--- config.mk ---
export PLATFORM = sky130hd
export DESIGN_NAME = mp_addsub_seq_flat
export DESIGN_NICKNAME = d
export VERILOG_FILES = /design/src/rtl/mp_addsub_seq_pkg.sv /design/src/rtl/mp_addsub_seq_if.sv /design/src/rtl/mp_addsub_seq_byte_slice.sv /design/src/rtl/mp_addsub_seq.sv /design/src/flat_wrapper.sv
export SDC_FILE = /design/constraint.sdc
export NUM_CORES = 1
export LEC_CHECK = 0
export CORE_UTILIZATION = 45
export CTS_CLUSTER_DIAMETER = 200
export DETAILED_ROUTE_END_ITERATION = 10
export MAX_ROUTING_LAYER = met4
export PLACE_DENSITY_LB_ADDON = 0.05
export SETUP_SLACK_MARGIN = 0.4
export SYNTH_ARGS = -nofsm -noshare
export SYNTH_HDL_FRONTEND = slang
export SYNTH_SLANG_ARGS = --single-unit
--- constraint.sdc ---
create_clock -name clk -period 5.33 [get_ports clk]
set_clock_uncertainty 0.2 [all_clocks]
set_input_delay 0.533 -clock clk [delete_from_list [all_inputs] [get_ports clk]]
set_output_delay 0.533 -clock clk [all_outputs]
set_load 0.03 [all_outputs]
--- src/rtl/mp_addsub_seq_pkg.sv ---
// Shared types and constants for the multi-precision add/subtract sequencer.
// Optional carry-in feature is selected with macro MPA_CARRY_IN_EN.
package mp_addsub_seq_pkg;

  localparam int unsigned BYTE_W = 8;

  typedef enum logic [1:0] {
    ST_IDLE = 2'd0,
    ST_RUN  = 2'd1,
    ST_DONE = 2'd2
  } state_e;

  typedef struct packed {
    logic n;
    logic v;
    logic z;
    logic c;
  } flags_t;

endpackage

--- src/rtl/mp_addsub_seq_if.sv ---
// Request/result bundle of the sequencer; master = requester, slave = sequencer.
// With MPA_CARRY_IN_EN defined the bundle carries an extra initial-carry input ci.
interface mp_addsub_seq_if #(
  parameter int unsigned NBYTES = 4
);
  import mp_addsub_seq_pkg::*;

  localparam int unsigned W = BYTE_W * NBYTES;

  logic         start;
  logic         sub;
  logic [W-1:0] a;
  logic [W-1:0] b;
  logic         busy;
  logic         done;
  logic [W-1:0] y;
  logic         c;
  logic         v;
  logic         n;
  logic         z;

`ifdef MPA_CARRY_IN_EN
  logic         ci;

  modport master (output start, sub, a, b, ci,
                  input  busy, done, y, c, v, n, z);
  modport slave  (input  start, sub, a, b, ci,
                  output busy, done, y, c, v, n, z);
`else
  modport master (output start, sub, a, b,
                  input  busy, done, y, c, v, n, z);
  modport slave  (input  start, sub, a, b,
                  output busy, done, y, c, v, n, z);
`endif

endinterface

--- src/rtl/mp_addsub_seq_byte_slice.sv ---
// Combinational 8-bit ripple adder built from full-adder cells; also exposes
// the carry into bit 7 so the caller can form signed overflow.
module mpa_byte_slice
  import mp_addsub_seq_pkg::*;
(
  input  logic [BYTE_W-1:0] a_i,
  input  logic [BYTE_W-1:0] b_i,
  input  logic              ci_i,
  output logic [BYTE_W-1:0] s_o,
  output logic              co_o,
  output logic              c7_o
);

  logic [BYTE_W:0] cy;

  assign cy[0] = ci_i;

  for (genvar i = 0; i < BYTE_W; i++) begin : g_fa
    assign s_o[i]    = a_i[i] ^ b_i[i] ^ cy[i];
    assign cy[i + 1] = (a_i[i] & b_i[i]) | (cy[i] & (a_i[i] ^ b_i[i]));
  end

  assign co_o = cy[BYTE_W];
  assign c7_o = cy[BYTE_W - 1];

endmodule

--- src/rtl/mp_addsub_seq.sv ---
// Multi-precision add/subtract: one byte slice reused over NBYTES cycles, LSB first.
// Define MPA_CARRY_IN_EN to take the initial carry from bus.ci instead of bus.sub.
module mp_addsub_seq
  import mp_addsub_seq_pkg::*;
#(
  parameter int unsigned NBYTES = 4,
  parameter int unsigned CW     = $clog2(NBYTES)
) (
  input  logic             clk,
  input  logic             rst_n,
  mp_addsub_seq_if.slave   bus
);

  localparam int unsigned   W        = BYTE_W * NBYTES;
  localparam logic [CW-1:0] LAST_IDX = CW'(NBYTES - 1);

  state_e            state_q;
  logic [CW-1:0]     idx_q;
  logic              carry_q;
  logic              sub_q;
  logic [W-1:0]      a_q;
  logic [W-1:0]      b_q;
  logic [W-1:0]      yw_q;
  logic [W-1:0]      yw_d;
  logic [W-1:0]      y_q;
  flags_t            fl_q;
  flags_t            fl_d;
  flags_t            flo_q;
  logic              busy_q;
  logic              done_q;

  logic [CW+2:0]     bsel;
  logic [BYTE_W-1:0] a_byte;
  logic [BYTE_W-1:0] b_byte;
  logic [BYTE_W-1:0] s_byte;
  logic              co;
  logic              c7;
  logic              cin;

`ifdef MPA_CARRY_IN_EN
  assign cin = bus.ci;
`else
  assign cin = bus.sub;
`endif

  // Bit offset of the current byte within the operand words.
  assign bsel   = {idx_q, 3'b000};
  assign a_byte = a_q[bsel +: BYTE_W];
  assign b_byte = b_q[bsel +: BYTE_W] ^ {BYTE_W{sub_q}};

  mpa_byte_slice u_slice (
    .a_i  (a_byte),
    .b_i  (b_byte),
    .ci_i (carry_q),
    .s_o  (s_byte),
    .co_o (co),
    .c7_o (c7)
  );

  // Working result with this cycle's byte merged in; z/n need the complete word.
  always_comb begin
    yw_d                    = yw_q;
    yw_d[bsel +: BYTE_W]    = s_byte;
  end

  assign fl_d = '{n: yw_d[W-1], v: c7 ^ co, z: ~|yw_d, c: co};

  always_ff @(posedge clk or negedge rst_n) begin
    if (!rst_n) begin
      state_q <= ST_IDLE;
      idx_q   <= '0;
      carry_q <= 1'b0;
      sub_q   <= 1'b0;
      a_q     <= '0;
      b_q     <= '0;
      yw_q    <= '0;
      y_q     <= '0;
      fl_q    <= '0;
      flo_q   <= '0;
      busy_q  <= 1'b0;
      done_q  <= 1'b0;
    end else begin
      done_q <= 1'b0;
      unique case (state_q)
        ST_IDLE: begin
          if (bus.start) begin
            a_q     <= bus.a;
            b_q     <= bus.b;
            sub_q   <= bus.sub;
            carry_q <= cin;
            idx_q   <= '0;
            busy_q  <= 1'b1;
            state_q <= ST_RUN;
          end
        end
        ST_RUN: begin
          yw_q    <= yw_d;
          carry_q <= co;
          if (idx_q == LAST_IDX) begin
            fl_q    <= fl_d;
            busy_q  <= 1'b0;
            state_q <= ST_DONE;
          end else begin
            idx_q <= idx_q + CW'(1);
          end
        end
        ST_DONE: begin
          y_q     <= yw_q;
          flo_q   <= fl_q;
          done_q  <= 1'b1;
          state_q <= ST_IDLE;
        end
        default: state_q <= ST_IDLE;
      endcase
    end
  end

  assign bus.busy = busy_q;
  assign bus.done = done_q;
  assign bus.y    = y_q;
  assign bus.c    = flo_q.c;
  assign bus.v    = flo_q.v;
  assign bus.n    = flo_q.n;
  assign bus.z    = flo_q.z;

endmodule
--- src/flat_wrapper.sv ---
// flat-port wrapper written by rule: the top's interface ports become plain ports
module mp_addsub_seq_flat import mp_addsub_seq_pkg::*;
#(
  parameter int unsigned NBYTES = 4,
  parameter int unsigned CW     = $clog2(NBYTES)
)
  (clk, rst_n, bus_start, bus_sub, bus_a, bus_b, bus_busy, bus_done, bus_y, bus_c, bus_v, bus_n, bus_z);
  mp_addsub_seq_if #(.NBYTES(NBYTES)) bus_i ();
  input  logic clk;
  input  logic rst_n;
  input wire logic [$bits(bus_i.start)-1:0] bus_start;
  input wire logic [$bits(bus_i.sub)-1:0] bus_sub;
  input wire logic [$bits(bus_i.a)-1:0] bus_a;
  input wire logic [$bits(bus_i.b)-1:0] bus_b;
  output wire logic [$bits(bus_i.busy)-1:0] bus_busy;
  output wire logic [$bits(bus_i.done)-1:0] bus_done;
  output wire logic [$bits(bus_i.y)-1:0] bus_y;
  output wire logic [$bits(bus_i.c)-1:0] bus_c;
  output wire logic [$bits(bus_i.v)-1:0] bus_v;
  output wire logic [$bits(bus_i.n)-1:0] bus_n;
  output wire logic [$bits(bus_i.z)-1:0] bus_z;
  assign bus_i.start = bus_start;
  assign bus_i.sub = bus_sub;
  assign bus_i.a = bus_a;
  assign bus_i.b = bus_b;
  assign bus_busy = bus_i.busy;
  assign bus_done = bus_i.done;
  assign bus_y = bus_i.y;
  assign bus_c = bus_i.c;
  assign bus_v = bus_i.v;
  assign bus_n = bus_i.n;
  assign bus_z = bus_i.z;
  mp_addsub_seq #(.NBYTES(NBYTES), .CW(CW)) u_core (.clk(clk), .rst_n(rst_n), .bus(bus_i));
endmodule
run_1/congestion.png
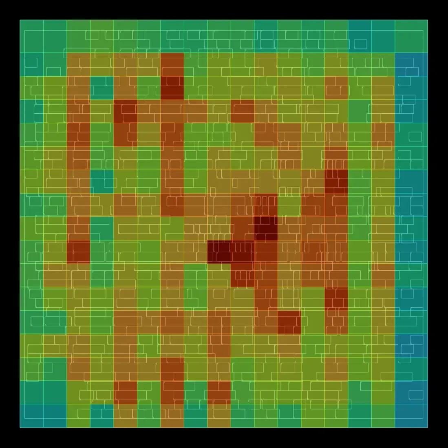
met1 capacity usage during global routing: 26.9%
met3 usage in global routing: 5.32%
GR Util All Layers: 21.6%
met2 track utilization from global routing: 33.8%
busiest metal layer after global routing: met2

run_1/clk_routes.png
Scale: 4 px per um.
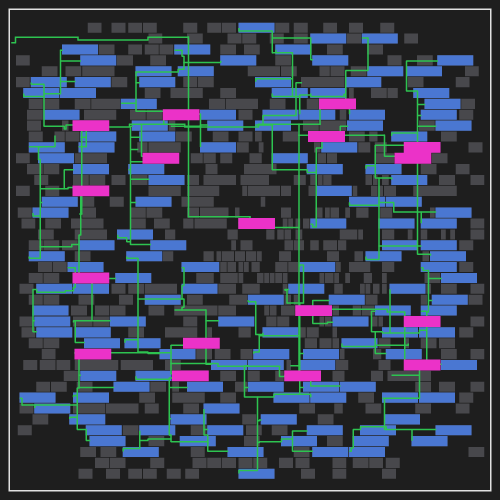
legend:
  blue:
    item: flip-flops
    count: 144
  magenta:
    item: clock drivers
    count: 17
  green:
    item: clock wires
    length: 1740 um
flops lie: all over the die
routed clock nets: 18

==> metrics.json, run 1 <==
{
  "run_status": "finished clean",
  "detail_route_met2_wl_mm": 6.92,
  "compound_area_share_pct": 6.79,
  "clock_sink_count": 144,
  "rrSetupSlack_ns": 0.41,
  "tns_ns": 0,
  "internal_cell_power_w": 0.00389,
  "report.final.setup_viol": 0,
  "place_inst": 702,
  "dr_total_vias": 4034,
  "grt_setup_unrepaired": "yes",
  "dpl_cell_area_mm2": 0.00754,
  "share_of_synthesized_area_spent_on_multiplexers_pct": 23.9,
  "placement.io_buffers": 105,
  "initCoreUtil_pct": 46.8,
  "std_cell_rows": 42,
  "boundaryPins": 106,
  "path_cells": "mux4_2 -> xor2_1 -> fa_2 -> fa_2 -> fa_2 -> fa_2 -> fa_1 -> inv_1 -> fa_1 -> fa_2 -> inv_1 -> fa_2 -> o21ai_1 -> o211ai_1 -> a211oi_1 -> o21ai_1 -> o21ai_1",
  "sequentialPower_w": 0.00185,
  "grt_remaining_overflow": 0,
  "worstReg2RegStart": "u_core.idx_q[0]$_DFFE_PN0P_",
  "route.final.wire_length_mm": 13.8,
  "cp_slowest_cell": "sky130_fd_sc_hd__fa_2",
  "ir_drop_mv": 0.647,
  "buf_share_pct": 13.6,
  "cp.buffers_inverters": 2,
  "max_freq_mhz": 203,
  "drt-pass1-iter-count": 4,
  "p_per_area_mw_per_mm2": 781,
  "top_cell_area_share_pct": 57.5,
  "top_layer_used": "met4",
  "cp-endpoint": "u_core.fl_q[1]$_DFFE_PN0P_",
  "timing.critical_path.fanout_max": 7,
  "nNonClkBuffers": 112,
  "tritoncts": "built",
  "core_area_mm2": 0.0134,
  "ys.flop_type": "sky130_fd_sc_hd__dfrtp_1",
  "synth-edff-count": 0,
  "kind_of_critical_path": "reg -> reg",
  "detailedPlace.worstSlack_ns": 0.352,
  "synth_flop_count": 144,
  "fin_ws_ns": 0.409,
  "number_of_antenna_violations_at_the_first_check_in_global_routing": 0,
  "final_antenna_net_count": 0,
  "multi_input_comb_cells": 258,
  "final-instance-count-excl-fill": 734,
  "synth_cell_types": 45,
  "die.size.y_um": 120,
  "synthTopCellsByCount": "144 x sky130_fd_sc_hd__dfrtp_1, 88 x sky130_fd_sc_hd__mux2_2, 28 x sky130_fd_sc_hd__nand2_1, 23 x sky130_fd_sc_hd__a22o_1, 16 x sky130_fd_sc_hd__mux4_2",
  "combinationalPower_w": 0.00326,
  "met3_length_um": 634,
  "synth.yosys.warnings": 0,
  "viasPerCell": 5.50,
  "setup.worst_path.start": "u_core.idx_q[0]$_DFFE_PN0P_",
  "clock_buffers": 21,
  "cpMostUsedCell": "sky130_fd_sc_hd__fa_2",
  "area_growth_synth_to_finish_pct": 30.7,
  "grt_pass1_wl_mm": 22.7,
  "sequential_cell_area_mm2": 0.00360,
  "pwr.group.clock_w": 0.00129,
  "insertion_delay_ns": 0.42,
  "worstHoldPathType": "in -> async",
  "finalNetCount": 627,
  "power.share.switching_pct": 39.2,
  "dp_hpwl_mm": 9.74,
  "mi_logic_area_mm2": 0.00256,
  "crit_path_end_kind": "flip-flop",
  "n_sequential_cell": 144,
  "net-switching-power_w": 0.00251,
  "clock_buf_inv_share_pct": 7.88,
  "worst_path_dominant_cell_family": "adder cells",
  "wire_per_inst_um": 18.8,
  "sequential_power_share_pct": 28.9,
  "net_count_of_the_mapped_netlist": 513,
  "ys_seq_share_pct": 57.5,
  "cp_slowest_stage_delay_ns": 0.61,
  "drc": 0,
  "synthMostInstantiatedCell": "sky130_fd_sc_hd__dfrtp_1",
  "timing.final.crit_share_pct": 92.3,
  "post_synth_main_logic_family": "multiplexers",
  "synth.yosys.chip_area_mm2": 0.00627,
  "clk_path_buf_depth": 2,
  "post_synth_main_area_contributors": "sky130_fd_sc_hd__dfrtp_1 57%, sky130_fd_sc_hd__mux2_2 16%, sky130_fd_sc_hd__mux4_2 5.7%, sky130_fd_sc_hd__a22o_1 3.2%, sky130_fd_sc_hd__fa_1 2.6%",
  "top_pwr_grp": "combinational logic",
  "tightestPinTransition_ns": 1.06,
  "clock_power_share_pct": 20.2,
  "postSynth.asyncResetShare_pct": 100,
  "max-slew-margin-rel_pct": 29.5,
  "yosys.area_share.xor_xnor_pct": 1.26,
  "power.share.combinational_pct": 50.9,
  "worst-r2r-cell-count": 17,
  "inverters_excl_clock": 12,
  "synthesis.area_mm2": 0.00627,
  "cts_root_buffer": "sky130_fd_sc_hd__clkbuf_16",
  "sequential_portion_of_the_cell_area_pct": 44.0,
  "gpl.final_weighted_congestion": 0.883,
  "whs_ns": 0.0532,
  "power.static_leakage_nw": 3.49,
  "max_slew_violation_count": 0,
  "clk_pin_slew_worst_paths_ns": 0.06,
  "die_width_um": 120,
  "htree_num_levels": 4,
  "fillers": 1058,
  "start_kind": "flip-flop",
  "post_synth_and_or_nand_nor_area_fraction_pct": 4.81,
  "diodes": 0,
  "via_count_of_the_first_global_routing_pass": 4341,
  "layout.core_utilization_pct": 61.1,
  "grt_start_max_net_pins": 110,
  "timing.critical_path.arrival_ns": 5.03,
  "post_synth.cell_area_avg_um2": 14.5,
  "timing.rr.end": "u_core.fl_q[1]$_DFFE_PN0P_",
  "cts_made_buffers": 17,
  "stage_log_warnings": 34,
  "initialDrtViolationCount": 198,
  "timing.final.hold_violations": 0,
  "dominant-cell-class": "registers",
  "synthAdderAreaFrac_pct": 3.75,
  "final_layout_size_suffix_gt1_share_pct": 27.8,
  "chipArea_mm2": 0.0144,
  "synth_top_cell_by_area": "sky130_fd_sc_hd__dfrtp_1",
  "sh_comb_area_pct": 31.2,
  "worstPathRequired_ns": 5.43
}
run_1/logic_types.png
Scale: 3 px per um.
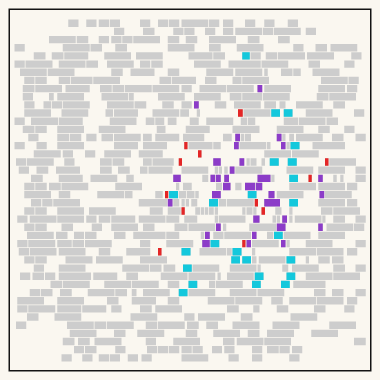
legend:
  cyan:
    family: AND-OR and OR-AND gates
    cells: 25
    most_used: a22o_1
  purple:
    family: inverting AOI/OAI gates
    cells: 33
    most_used: o21ai_0
  red:
    family: inverters
    cells: 12
    most_used: inv_1

run_1/io_fan.png
Scale: 4 px per um.
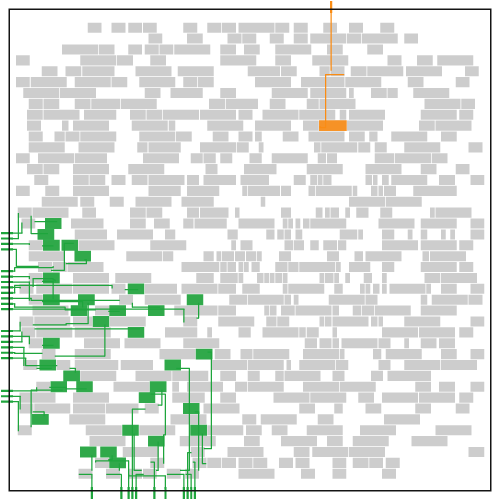
legend:
  orange:
    port: `bus_start`
    bits: 1
    direction: input
    edge: top
    end_cells: 1
    wire: 34.5 um
  green:
    port: `bus_a`
    bits: 32
    direction: input
    edge: 21 left, 11 bottom
    end_cells: 32
    wire: 673 um

## run 1: layout by cell type (no fill, tap or decap), types with 7 or more instances in the layout
master and n:
sky130_fd_sc_hd__a22o_1 23, sky130_fd_sc_hd__clkbuf_16 17, sky130_fd_sc_hd__clkdlybuf4s50_1 104, sky130_fd_sc_hd__dfrtp_1 143, sky130_fd_sc_hd__inv_1 11, sky130_fd_sc_hd__mux2_1 11, sky130_fd_sc_hd__mux2_2 88, sky130_fd_sc_hd__mux4_2 16
sky130_fd_sc_hd__nand2_1 28, sky130_fd_sc_hd__o21ai_0 14, sky130_fd_sc_hd__xor2_1 7
## run 1: repair_timing
item / CTS / global route
pin swaps: 1 / 0
gates resized: 1 / 1
setup buffers: 0 / 0
setup endpoints to repair: 1 / 1
run_1/metal_density.png
Scale: 3 px per um. 24 x 24 tiles, from white (low) to dark blue (high), scaled to the fullest tile. Values are wire area over tile area, all layers added.
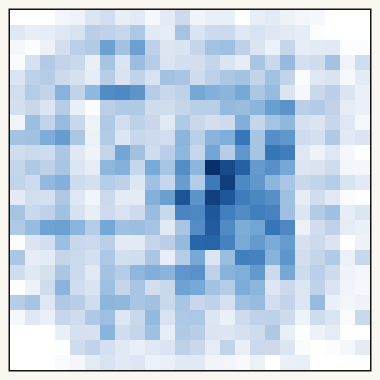

==> run 2, diff against run 1 <==
Settings changed: CORE_UTILIZATION 45 to 48.
run_2/metal_density.png
Scale: 3 px per um. 23 x 23 tiles, from white (low) to dark blue (high), scaled to the fullest tile. Values are wire area over tile area, all layers added.
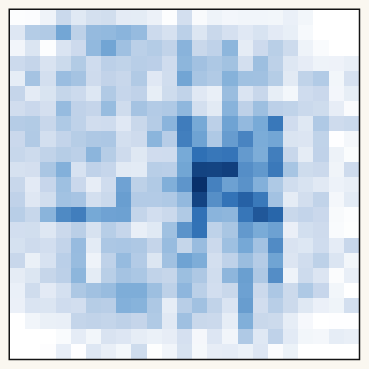
emptiest ninth of the die: upper right
mean over tiles: 0.15
fullest tile: 0.56
densest ninth of the die: centre

==> run 2 against run 1 <==
Against the previous run: sequential cell count is the same; global-route usage increased by 0.40 points; core utilization up 2.9 points; routed wire length decreased by 6.2%; total power fell by 1.7%; critical path depth unchanged; critical endpoint unchanged; hold slack worse by 0.010 ns; largest power group unchanged; critical path type unchanged; fmax decreased by 0.36%; clock-buffer cell count grew 3; sequential share of layout area rose by 0.43 points; first-iteration DRC count is 24% lower; die area fell by 6.2%.
==> metrics.json, run 2 <==
{
  "tightestPinTransition_ns": 1.01,
  "sh_comb_area_pct": 31.6,
  "max-slew-margin-rel_pct": 32.6,
  "synth.yosys.warnings": 0,
  "net_count_of_the_mapped_netlist": 513,
  "fillers": 977,
  "grt_setup_unrepaired": "yes",
  "fin_ws_ns": 0.391,
  "synth_top_cell_by_area": "sky130_fd_sc_hd__dfrtp_1",
  "insertion_delay_ns": 0.42,
  "detail_route_met2_wl_mm": 6.49,
  "max_slew_violation_count": 0,
  "synth_flop_count": 144,
  "tritoncts": "built",
  "worstReg2RegStart": "u_core.idx_q[0]$_DFFE_PN0P_",
  "wire_per_inst_um": 17.7,
  "post_synth_main_area_contributors": "sky130_fd_sc_hd__dfrtp_1 57%, sky130_fd_sc_hd__mux2_2 16%, sky130_fd_sc_hd__mux4_2 5.7%, sky130_fd_sc_hd__a22o_1 3.2%, sky130_fd_sc_hd__fa_1 2.6%",
  "compound_area_share_pct": 6.79,
  "ctsResizeCount": 1,
  "whs_ns": 0.0430,
  "cts_made_buffers": 17,
  "multi_input_comb_cells": 258,
  "worst-r2r-cell-count": 17,
  "number_of_antenna_violations_at_the_first_check_in_global_routing": 0,
  "place_inst": 700,
  "clock_buffers": 24,
  "cp_slowest_cell": "sky130_fd_sc_hd__fa_2",
  "clk_path_buf_depth": 2,
  "grt_remaining_overflow": 0,
  "diodes": 0,
  "grt_pass1_wl_mm": 21.2,
  "dominant-cell-class": "registers",
  "die.size.y_um": 116,
  "gpl.final_weighted_congestion": 0.892,
  "synthMostInstantiatedCell": "sky130_fd_sc_hd__dfrtp_1",
  "boundaryPins": 106,
  "synth.yosys.chip_area_mm2": 0.00627,
  "ys.flop_type": "sky130_fd_sc_hd__dfrtp_1",
  "via_count_of_the_first_global_routing_pass": 4142,
  "synthesis.area_mm2": 0.00627,
  "globalRoute.busiestLayer": "met2",
  "post_synth_main_logic_family": "multiplexers",
  "run_status": "finished clean",
  "route.final.wire_length_mm": 12.9,
  "timing.final.hold_violations": 0,
  "mi_logic_area_mm2": 0.00256,
  "cp.buffers_inverters": 2,
  "initCoreUtil_pct": 49.5,
  "area_growth_synth_to_finish_pct": 29.4,
  "layout.cells.most_common": "sky130_fd_sc_hd__dfrtp_1",
  "die_width_um": 116,
  "power.static_leakage_nw": 3.47,
  "cpMostUsedCell": "sky130_fd_sc_hd__fa_2",
  "viasPerCell": 5.40,
  "buf_share_pct": 14.0,
  "nNonClkBuffers": 116,
  "final_antenna_net_count": 0,
  "sequential_portion_of_the_cell_area_pct": 44.4,
  "top_cell_area_share_pct": 57.5,
  "ir_drop_mv": 0.580,
  "synth_cell_types": 45,
  "drt-pass1-iter-count": 4,
  "cp_slowest_stage_delay_ns": 0.63,
  "rrSetupSlack_ns": 0.39,
  "inverters_excl_clock": 12,
  "post_synth_and_or_nand_nor_area_fraction_pct": 4.81,
  "chipArea_mm2": 0.0135,
  "yosys.area_share.xor_xnor_pct": 1.26,
  "cts_root_buffer": "sky130_fd_sc_hd__clkbuf_16",
  "max_freq_mhz": 202,
  "share_of_synthesized_area_spent_on_multiplexers_pct": 23.9,
  "clk_pin_slew_worst_paths_ns": 0.06,
  "grt_start_max_net_pins": 115,
  "p_per_area_mw_per_mm2": 775,
  "final_layout_size_suffix_gt1_share_pct": 28.4,
  "postCtsSetupRepairBufs": 0,
  "top_layer_used": "met4",
  "final_layout_top_logic_cells": "143 x sky130_fd_sc_hd__dfrtp_1, 104 x sky130_fd_sc_hd__clkdlybuf4s50_1, 88 x sky130_fd_sc_hd__mux2_2, 28 x sky130_fd_sc_hd__nand2_1, 23 x sky130_fd_sc_hd__a22o_1",
  "synthAdderAreaFrac_pct": 3.75,
  "grt_util_met2_pct": 33.6,
  "postSynth.asyncResetShare_pct": 100,
  "worst_path_dominant_cell_family": "adder cells",
  "clock_sink_count": 144,
  "start_kind": "flip-flop",
  "synth-edff-count": 0,
  "timing.critical_path.arrival_ns": 5.04,
  "post_synth.cell_area_avg_um2": 14.5,
  "worstPathRequired_ns": 5.43,
  "dp_hpwl_mm": 9.31,
  "htree_num_levels": 4,
  "layout.core_utilization_pct": 64.0,
  "placement.io_buffers": 105,
  "grt_util_met1_pct": 27.2,
  "stage_log_warnings": 34,
  "grt_use_total_pct": 22.0
}
run_2/clk_routes.png
Scale: 4 px per um.
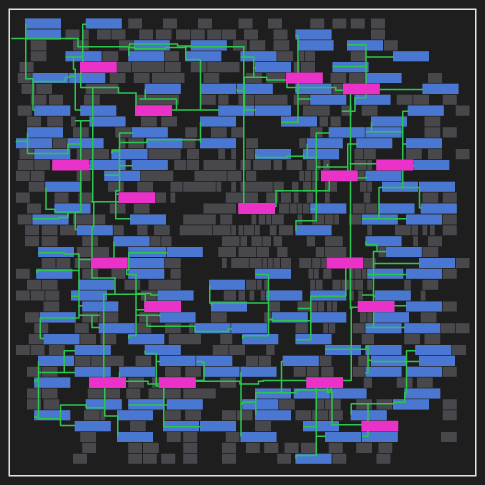
legend:
  blue:
    item: flip-flops
    count: 144
  magenta:
    item: clock drivers
    count: 17
  green:
    item: clock wires
    length: 1650 um
routed clock nets: 18
flops lie: all over the die

run 2: cell count changes in the layout (fill, tap and decap cells not counted):
cell	change
sky130_fd_sc_hd__buf_12	-1
sky130_fd_sc_hd__a2111oi_0	+1
sky130_fd_sc_hd__a2111oi_1	-1
sky130_fd_sc_hd__inv_2	+1
sky130_fd_sc_hd__fa_1	-2
sky130_fd_sc_hd__bufinv_16	-4
sky130_fd_sc_hd__inv_1	-1
sky130_fd_sc_hd__clkinvlp_4	-1
sky130_fd_sc_hd__clkbuf_8	+2
sky130_fd_sc_hd__fa_2	+2
sky130_fd_sc_hd__buf_4	+5
sky130_fd_sc_hd__clkbuf_1	+1
run 2: report_power, final:
part	internal, W	total, W	switching, W
Sequential	0.00156	0.00184	0.000277
Combinational	0.00156	0.00335	0.00179
Clock	0.000682	0.00110	0.000414
Power and IR drop assume default switching activity.
